File: config.mk
export PLATFORM = sky130hd
export DESIGN_NAME = guess_grader
export DESIGN_NICKNAME = d
export VERILOG_FILES = /design/src/rtl/zood_pkg.sv /design/src/rtl/guess_grader.sv
export SDC_FILE = /design/constraint.sdc
export NUM_CORES = 1
export LEC_CHECK = 0
export ABC_AREA = 1
export CAP_MARGIN = 20
export CORE_AREA = 10 10 97 99
export DETAILED_ROUTE_END_ITERATION = 8
export DIE_AREA = 0 0 107 109
export HOLD_SLACK_MARGIN = 0.05
export PLACE_DENSITY = 0.71
export SKIP_LAST_GASP = 1
export SYNTH_ARGS = -nofsm -noshare
export SYNTH_HDL_FRONTEND = slang
export SYNTH_SLANG_ARGS = --single-unit
File: constraint.sdc
create_clock -name CLOCK_50 -period 2.2 [get_ports CLOCK_50]
set_input_delay 0.33 -clock CLOCK_50 [delete_from_list [all_inputs] [get_ports CLOCK_50]]
set_output_delay 0.33 -clock CLOCK_50 [all_outputs]
set_load 0.01 [all_outputs]
File: src/rtl/zood_pkg.sv
// Shared definitions for the Zood game blocks (master-code loader and guess grader).
// Holds the default game geometry, the shape type, the empty-shape code and the
// grader state encoding.
package zood_pkg;

  localparam int DEFAULT_NUM_SLOTS  = 4;
  localparam int DEFAULT_SHAPE_W    = 3;
  localparam int DEFAULT_MAX_ROUNDS = 8;

  typedef logic [DEFAULT_SHAPE_W-1:0] shape_t;

  // Shape code 0 marks an empty slot.
  localparam shape_t EMPTY_SHAPE = '0;

  typedef enum logic [2:0] {
    ST_IDLE,
    ST_LOAD,
    ST_EXACT,
    ST_PARTIAL,
    ST_DONE
  } grader_state_t;

endpackage

File: src/rtl/guess_grader.sv
// guess_grader: grades a guess against the loaded master code.
//   znarly = right shape in the right slot, zood = right shape in a wrong slot.
//   Tracks rounds, win/lose and the gamePlaying flag used by the loader.
//   The scan is sequential (one compare per clock) with fixed latency:
//   1 load edge, NUM_SLOTS exact edges, NUM_SLOTS^2 partial edges, then DONE.
// Ports:
//   CLOCK_50, reset_L     clock (rising edge) and async active-low reset
//   newGame               synchronous clear of rounds/flags/counts, aborts a grade
//   masterLoaded          master code is complete
//   master, guess         packed slots, slot i = [i*SHAPE_W +: SHAPE_W]
//   start                 grade request, level sampled in IDLE
//   busy                  grade in progress (LOAD..DONE)
//   gradeValid, badGuess  one-cycle pulses
//   znarly, zood          result counts, held until the next completed grade
//   roundCount, gameWon, gameOver, gamePlaying   game status
module guess_grader
  import zood_pkg::*;
#(
  parameter int NUM_SLOTS  = DEFAULT_NUM_SLOTS,
  parameter int SHAPE_W    = DEFAULT_SHAPE_W,
  parameter int MAX_ROUNDS = DEFAULT_MAX_ROUNDS
) (
  input  logic                                  CLOCK_50,
  input  logic                                  reset_L,
  input  logic                                  newGame,
  input  logic                                  masterLoaded,
  input  logic [NUM_SLOTS*SHAPE_W-1:0]          master,
  input  logic [NUM_SLOTS*SHAPE_W-1:0]          guess,
  input  logic                                  start,
  output logic                                  busy,
  output logic                                  gradeValid,
  output logic                                  badGuess,
  output logic [$clog2(NUM_SLOTS+1)-1:0]        znarly,
  output logic [$clog2(NUM_SLOTS+1)-1:0]        zood,
  output logic [$clog2(MAX_ROUNDS+1)-1:0]       roundCount,
  output logic                                  gameWon,
  output logic                                  gameOver,
  output logic                                  gamePlaying
);

  localparam int CW = $clog2(NUM_SLOTS + 1);
  localparam int RW = $clog2(MAX_ROUNDS + 1);
  localparam int IW = (NUM_SLOTS > 1) ? $clog2(NUM_SLOTS) : 1;

  grader_state_t state;

  logic [SHAPE_W-1:0] master_slot [NUM_SLOTS];
  logic [SHAPE_W-1:0] guess_slot  [NUM_SLOTS];
  logic [SHAPE_W-1:0] m_copy      [NUM_SLOTS];
  logic [SHAPE_W-1:0] g_copy      [NUM_SLOTS];
  logic [NUM_SLOTS-1:0] g_mark;
  logic [NUM_SLOTS-1:0] m_mark;
  logic [IW-1:0] ei, pi, pj;
  logic [CW-1:0] znarly_cnt, zood_cnt;

  logic guess_has_empty;
  logic can_play;
  logic hit;
  logic won_now;
  logic last_round;

  genvar gi;
  generate
    for (gi = 0; gi < NUM_SLOTS; gi++) begin : g_unpack
      assign master_slot[gi] = master[gi*SHAPE_W +: SHAPE_W];
      assign guess_slot[gi]  = guess[gi*SHAPE_W +: SHAPE_W];
    end
  endgenerate

  always_comb begin
    guess_has_empty = 1'b0;
    for (int i = 0; i < NUM_SLOTS; i++) begin
      if (guess_slot[i] == SHAPE_W'(EMPTY_SHAPE)) guess_has_empty = 1'b1;
    end
  end

  // Acceptance uses the live gameOver register, not the registered gamePlaying
  // output, so a finished game can never take one extra grade.
  assign can_play = masterLoaded & ~gameOver;

  // Partial-match candidate: neither side already credited and shapes equal.
  assign hit = ~g_mark[pi] & ~m_mark[pj] & (g_copy[pi] == m_copy[pj]);

  assign won_now    = gameWon | (znarly_cnt == CW'(NUM_SLOTS));
  assign last_round = (roundCount + RW'(1)) == RW'(MAX_ROUNDS);

  always_ff @(posedge CLOCK_50 or negedge reset_L) begin
    if (!reset_L) begin
      state      <= ST_IDLE;
      busy       <= 1'b0;
      gradeValid <= 1'b0;
      badGuess   <= 1'b0;
      znarly     <= '0;
      zood       <= '0;
      roundCount <= '0;
      gameWon    <= 1'b0;
      gameOver   <= 1'b0;
      g_mark     <= '0;
      m_mark     <= '0;
      ei         <= '0;
      pi         <= '0;
      pj         <= '0;
      znarly_cnt <= '0;
      zood_cnt   <= '0;
      for (int i = 0; i < NUM_SLOTS; i++) begin
        m_copy[i] <= '0;
        g_copy[i] <= '0;
      end
    end else begin
      gradeValid <= 1'b0;
      badGuess   <= 1'b0;
      if (newGame) begin
        state      <= ST_IDLE;
        busy       <= 1'b0;
        znarly     <= '0;
        zood       <= '0;
        roundCount <= '0;
        gameWon    <= 1'b0;
        gameOver   <= 1'b0;
      end else begin
        case (state)
          ST_IDLE: begin
            if (start && can_play) begin
              if (guess_has_empty) begin
                badGuess <= 1'b1;
              end else begin
                // Snapshot here so the grade is immune to later input changes.
                for (int i = 0; i < NUM_SLOTS; i++) begin
                  m_copy[i] <= master_slot[i];
                  g_copy[i] <= guess_slot[i];
                end
                busy  <= 1'b1;
                state <= ST_LOAD;
              end
            end
          end
          ST_LOAD: begin
            g_mark     <= '0;
            m_mark     <= '0;
            znarly_cnt <= '0;
            zood_cnt   <= '0;
            ei         <= '0;
            state      <= ST_EXACT;
          end
          ST_EXACT: begin
            if (g_copy[ei] == m_copy[ei]) begin
              znarly_cnt <= znarly_cnt + CW'(1);
              g_mark[ei] <= 1'b1;
              m_mark[ei] <= 1'b1;
            end
            if (ei == IW'(NUM_SLOTS - 1)) begin
              pi    <= '0;
              pj    <= '0;
              state <= ST_PARTIAL;
            end else begin
              ei <= ei + IW'(1);
            end
          end
          ST_PARTIAL: begin
            if (hit) begin
              zood_cnt   <= zood_cnt + CW'(1);
              g_mark[pi] <= 1'b1;
              m_mark[pj] <= 1'b1;
            end
            if (pj == IW'(NUM_SLOTS - 1)) begin
              pj <= '0;
              if (pi == IW'(NUM_SLOTS - 1)) begin
                // Last compare: publish including this step's hit.
                state      <= ST_DONE;
                gradeValid <= 1'b1;
                znarly     <= znarly_cnt;
                zood       <= zood_cnt + CW'(hit);
                if (roundCount != RW'(MAX_ROUNDS)) roundCount <= roundCount + RW'(1);
                gameWon    <= won_now;
                gameOver   <= gameOver | won_now | last_round;
              end else begin
                pi <= pi + IW'(1);
              end
            end else begin
              pj <= pj + IW'(1);
            end
          end
          ST_DONE: begin
            busy  <= 1'b0;
            state <= ST_IDLE;
          end
          default: begin
            busy  <= 1'b0;
            state <= ST_IDLE;
          end
        endcase
      end
    end
  end

  always_ff @(posedge CLOCK_50 or negedge reset_L) begin
    if (!reset_L) gamePlaying <= 1'b0;
    else          gamePlaying <= can_play;
  end

endmodule
==> flow_summary.yaml, run 1 <==
# implementation run metrics
sta:
  finalSetupTns_ns: 0
  setup_viol: 0
  period_used_pct: 88.70
  period_needed_ns: 1.951
synth:
  ys_warn_count: 0
  synthFlopType: "dfrtp_1"
  netlist_top_cells_count: "nand2_1, dfrtp_1, inv_1"
  ys_sh_simple_pct: 30.10
  ys_chip_area_um2: 3641
  mux_share_pct: 0
  netlist_instances: 484
setup_path:
  endpoint: "zood[2]"
  crit_fanout: 8
  worstSetupPathType: "reg -> reg"
  cp.depth: 12
finish:
  n_all_inverters: 64
  num-multi-input-gates: 347
  antennaDiodeCount: 0
routing:
  avgViaCountPerCell: 4.894
global_routing:
  grt_pass1_wl_mm: 14.67
  grt_max_degree: 50
pwr:
  p_total_w: 0.004720
min_path:
  worst_hold_startpoint: "busy"
floorplanning:
  core_um2: 7527
  tap_cells: 102
status:
  status: "finished clean"
clock_tree:
  cts_resized: 0
  clock_latency_ns: 0.36
  clock-sinks: 63
-- run 1: registers in the layout (all words and copies together), names as in the netlist --
signal,cells
badGuess,1
busy,1
ei,2
g_copy,12
g_mark,4
gameOver,1
gamePlaying,1
gameWon,1
gradeValid,1
m_copy,12
m_mark,4
pi,2
pj,2
roundCount,4
state,3
znarly,3
znarly_cnt,3
zood,3
zood_cnt,3
-- run 1: report_power, final --
part | leakage, nW | total, W | internal (W) | switching [W]
Clock | 0.103 | 0.00105 | 0.000559 | 0.000489
Combinational | 1.39 | 0.00183 | 0.000690 | 0.00114
Sequential | 0.799 | 0.00184 | 0.00148 | 0.000365
Total | 2.29 | 0.00472 | 0.00273 | 0.00199
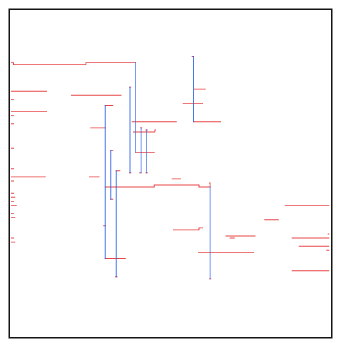
**Above:** run 1 (signal wires by layer).
(3 px per um) Two of the layers only.
legend:
  M4:
    color: blue
    wire_length: 243 um
  M3:
    color: red
    wire_length: 311 um
DR WL/cell: 12.66 um
GRT Util Overall: 15.56%

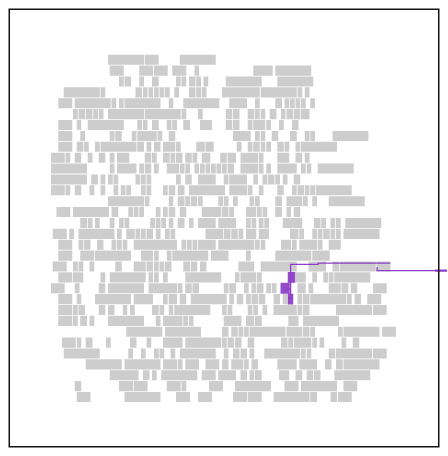
**Above:** run 1 (wires at chosen ports, followed through buffers).
(4 px per um)
legend:
  newGame:
    color: purple
    direction: input
    edge: right
    end_cells: 3
    buffers: 1
    wire: 50.6 um
IO Port Bufs: 44
Top Ports: 45

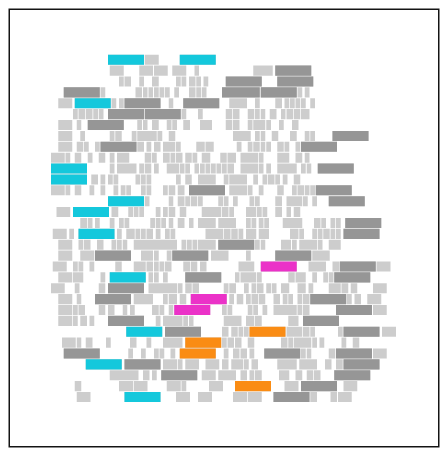
**Above:** run 1 (where the registers sit).
(4 px per um) Other sequential cells in the stronger gray, the rest of the logic in the fainter gray.
legend:
  state:
    color: magenta
    sequential_cells: 3
  m_copy:
    color: cyan
    sequential_cells: 12
  roundCount:
    color: orange
    sequential_cells: 4
    where: bottom center
not colored: 44
Finished Core Util: 58.61%
sequential logic power: 0.00184 W
FF+latch area: 1578 um^2
Seq area share: 35.76%

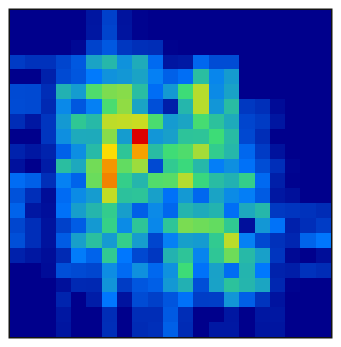
**Above:** run 1 (signal metal coverage by tile).
(3 px per um) 21 x 22 tiles, from dark blue (low) to red (high), scaled to the fullest tile. Values are wire area over tile area, all layers added.
tiles over half the peak: 8.0%
emptiest ninth of the die: upper right
densest ninth of the die: center
vias: 3147
routed wire length: 8.138 mm

--- run 2 (diff from run 1) ---
--- a/config.mk
+++ b/config.mk
@@ -7,11 +7,13 @@
 export LEC_CHECK = 0
 export ABC_AREA = 1
 export CAP_MARGIN = 20
-export CORE_AREA = 10 10 97 99
+export CELL_PAD_IN_SITES_DETAIL_PLACEMENT = 0
+export CELL_PAD_IN_SITES_GLOBAL_PLACEMENT = 1
+export CORE_AREA = 10 10 106 108
 export DETAILED_ROUTE_END_ITERATION = 8
-export DIE_AREA = 0 0 107 109
+export DIE_AREA = 0 0 116 118
 export HOLD_SLACK_MARGIN = 0.05
-export PLACE_DENSITY = 0.71
+export PLACE_DENSITY_LB_ADDON = 0.1
 export SKIP_LAST_GASP = 1
 export SYNTH_ARGS = -nofsm -noshare
 export SYNTH_HDL_FRONTEND = slang
==> run 2 against run 1 <==
Cell area up 1.3%. Area after synthesis unchanged. Cell count up 2.3%. Flip-flop count unchanged. Critical path type unchanged. Highest routed layer unchanged.
==> flow_summary.yaml, run 2 <==
# implementation run metrics
global_routing:
  grt.total_usage_pct: 13.64
  grt_max_degree: 36
  grt_pass1_wl_mm: 15.08
pwr:
  p_total_w: 0.004890
setup_path:
  crit_fanout: 8
  endpoint: "zood[2]"
  cp.depth: 14
finish:
  utilization_pct: 49.08
  n_all_inverters: 64
  antennaDiodeCount: 0
  num-multi-input-gates: 347
  reg.largest.list: "g_copy (12), m_copy (12)"
routing:
  avgViaCountPerCell: 4.822
  wl_mm: 8.924
  vias: 3173
  wire_per_inst_um: 13.56
floorplanning:
  io_pins: 45
  tap_cells: 111
  core_um2: 9109
sta:
  period_used_pct: 87.92
  setup_viol: 0
  finalSetupTns_ns: 0
place:
  port_buffers: 44
synth:
  netlist_top_cells_count: "nand2_1, dfrtp_1, inv_1"
  netlist_instances: 484
  ys_warn_count: 0
clock_tree:
  clock-sinks: 63
status:
  status: "finished clean"
run 2: cell count changes in the layout (fill, tap and decap cells not counted):
cell and change:
buf_12 -1, clkbuf_1 +1, bufinv_16 +1, dfrtp_1 +1, dfrtp_2 -1, buf_4 +7
inv_6 -1, clkinv_4 -1
run 2: kinds of logic after synthesis:
kind of cell	count (synthesis)	synth area share, %
buffers and inverters	74	8.934
AOI/OAI and AO/OA	67	9.932
adders and majority gates	19	6.529
and+or+nand+nor	256	30.10
DFF	63	43.30
xor gates and xnor gates	5	1.203
run 2: report_power, final:
group          internal (W)  switching, W
clock              0.000670      0.000496
sequential          0.00148      0.000385
combinational      0.000720       0.00114
run 2: layer usage:
metal	GRT usage, %	wire length, um	share of wire [%]
met1	17.81	4317	48
met2	21.66	4201	47
met3	2.650	271	3.0
met4	4.851	134	1.5
met5	0	0	0
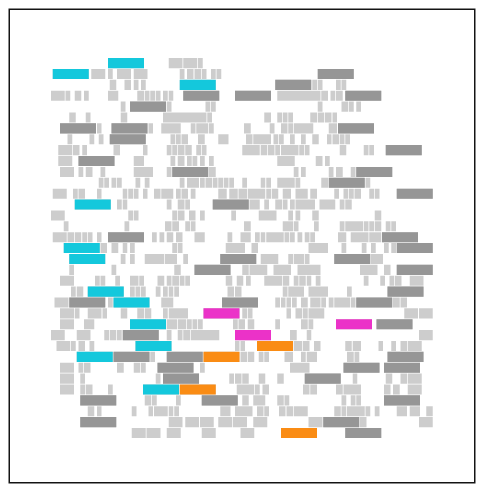
**Above:** run 2 (where the registers sit).
(4 px per um) Other sequential cells in the stronger gray, the rest of the logic in the fainter gray.
legend:
  m_copy:
    color: cyan
    sequential_cells: 12
  state:
    color: magenta
    sequential_cells: 3
  roundCount:
    color: orange
    sequential_cells: 4
    where: bottom center
Seq area share: 35.26%
FF+latch area: 1577 um^2

No activity file was given, so power comes from the tool's default toggle rates.
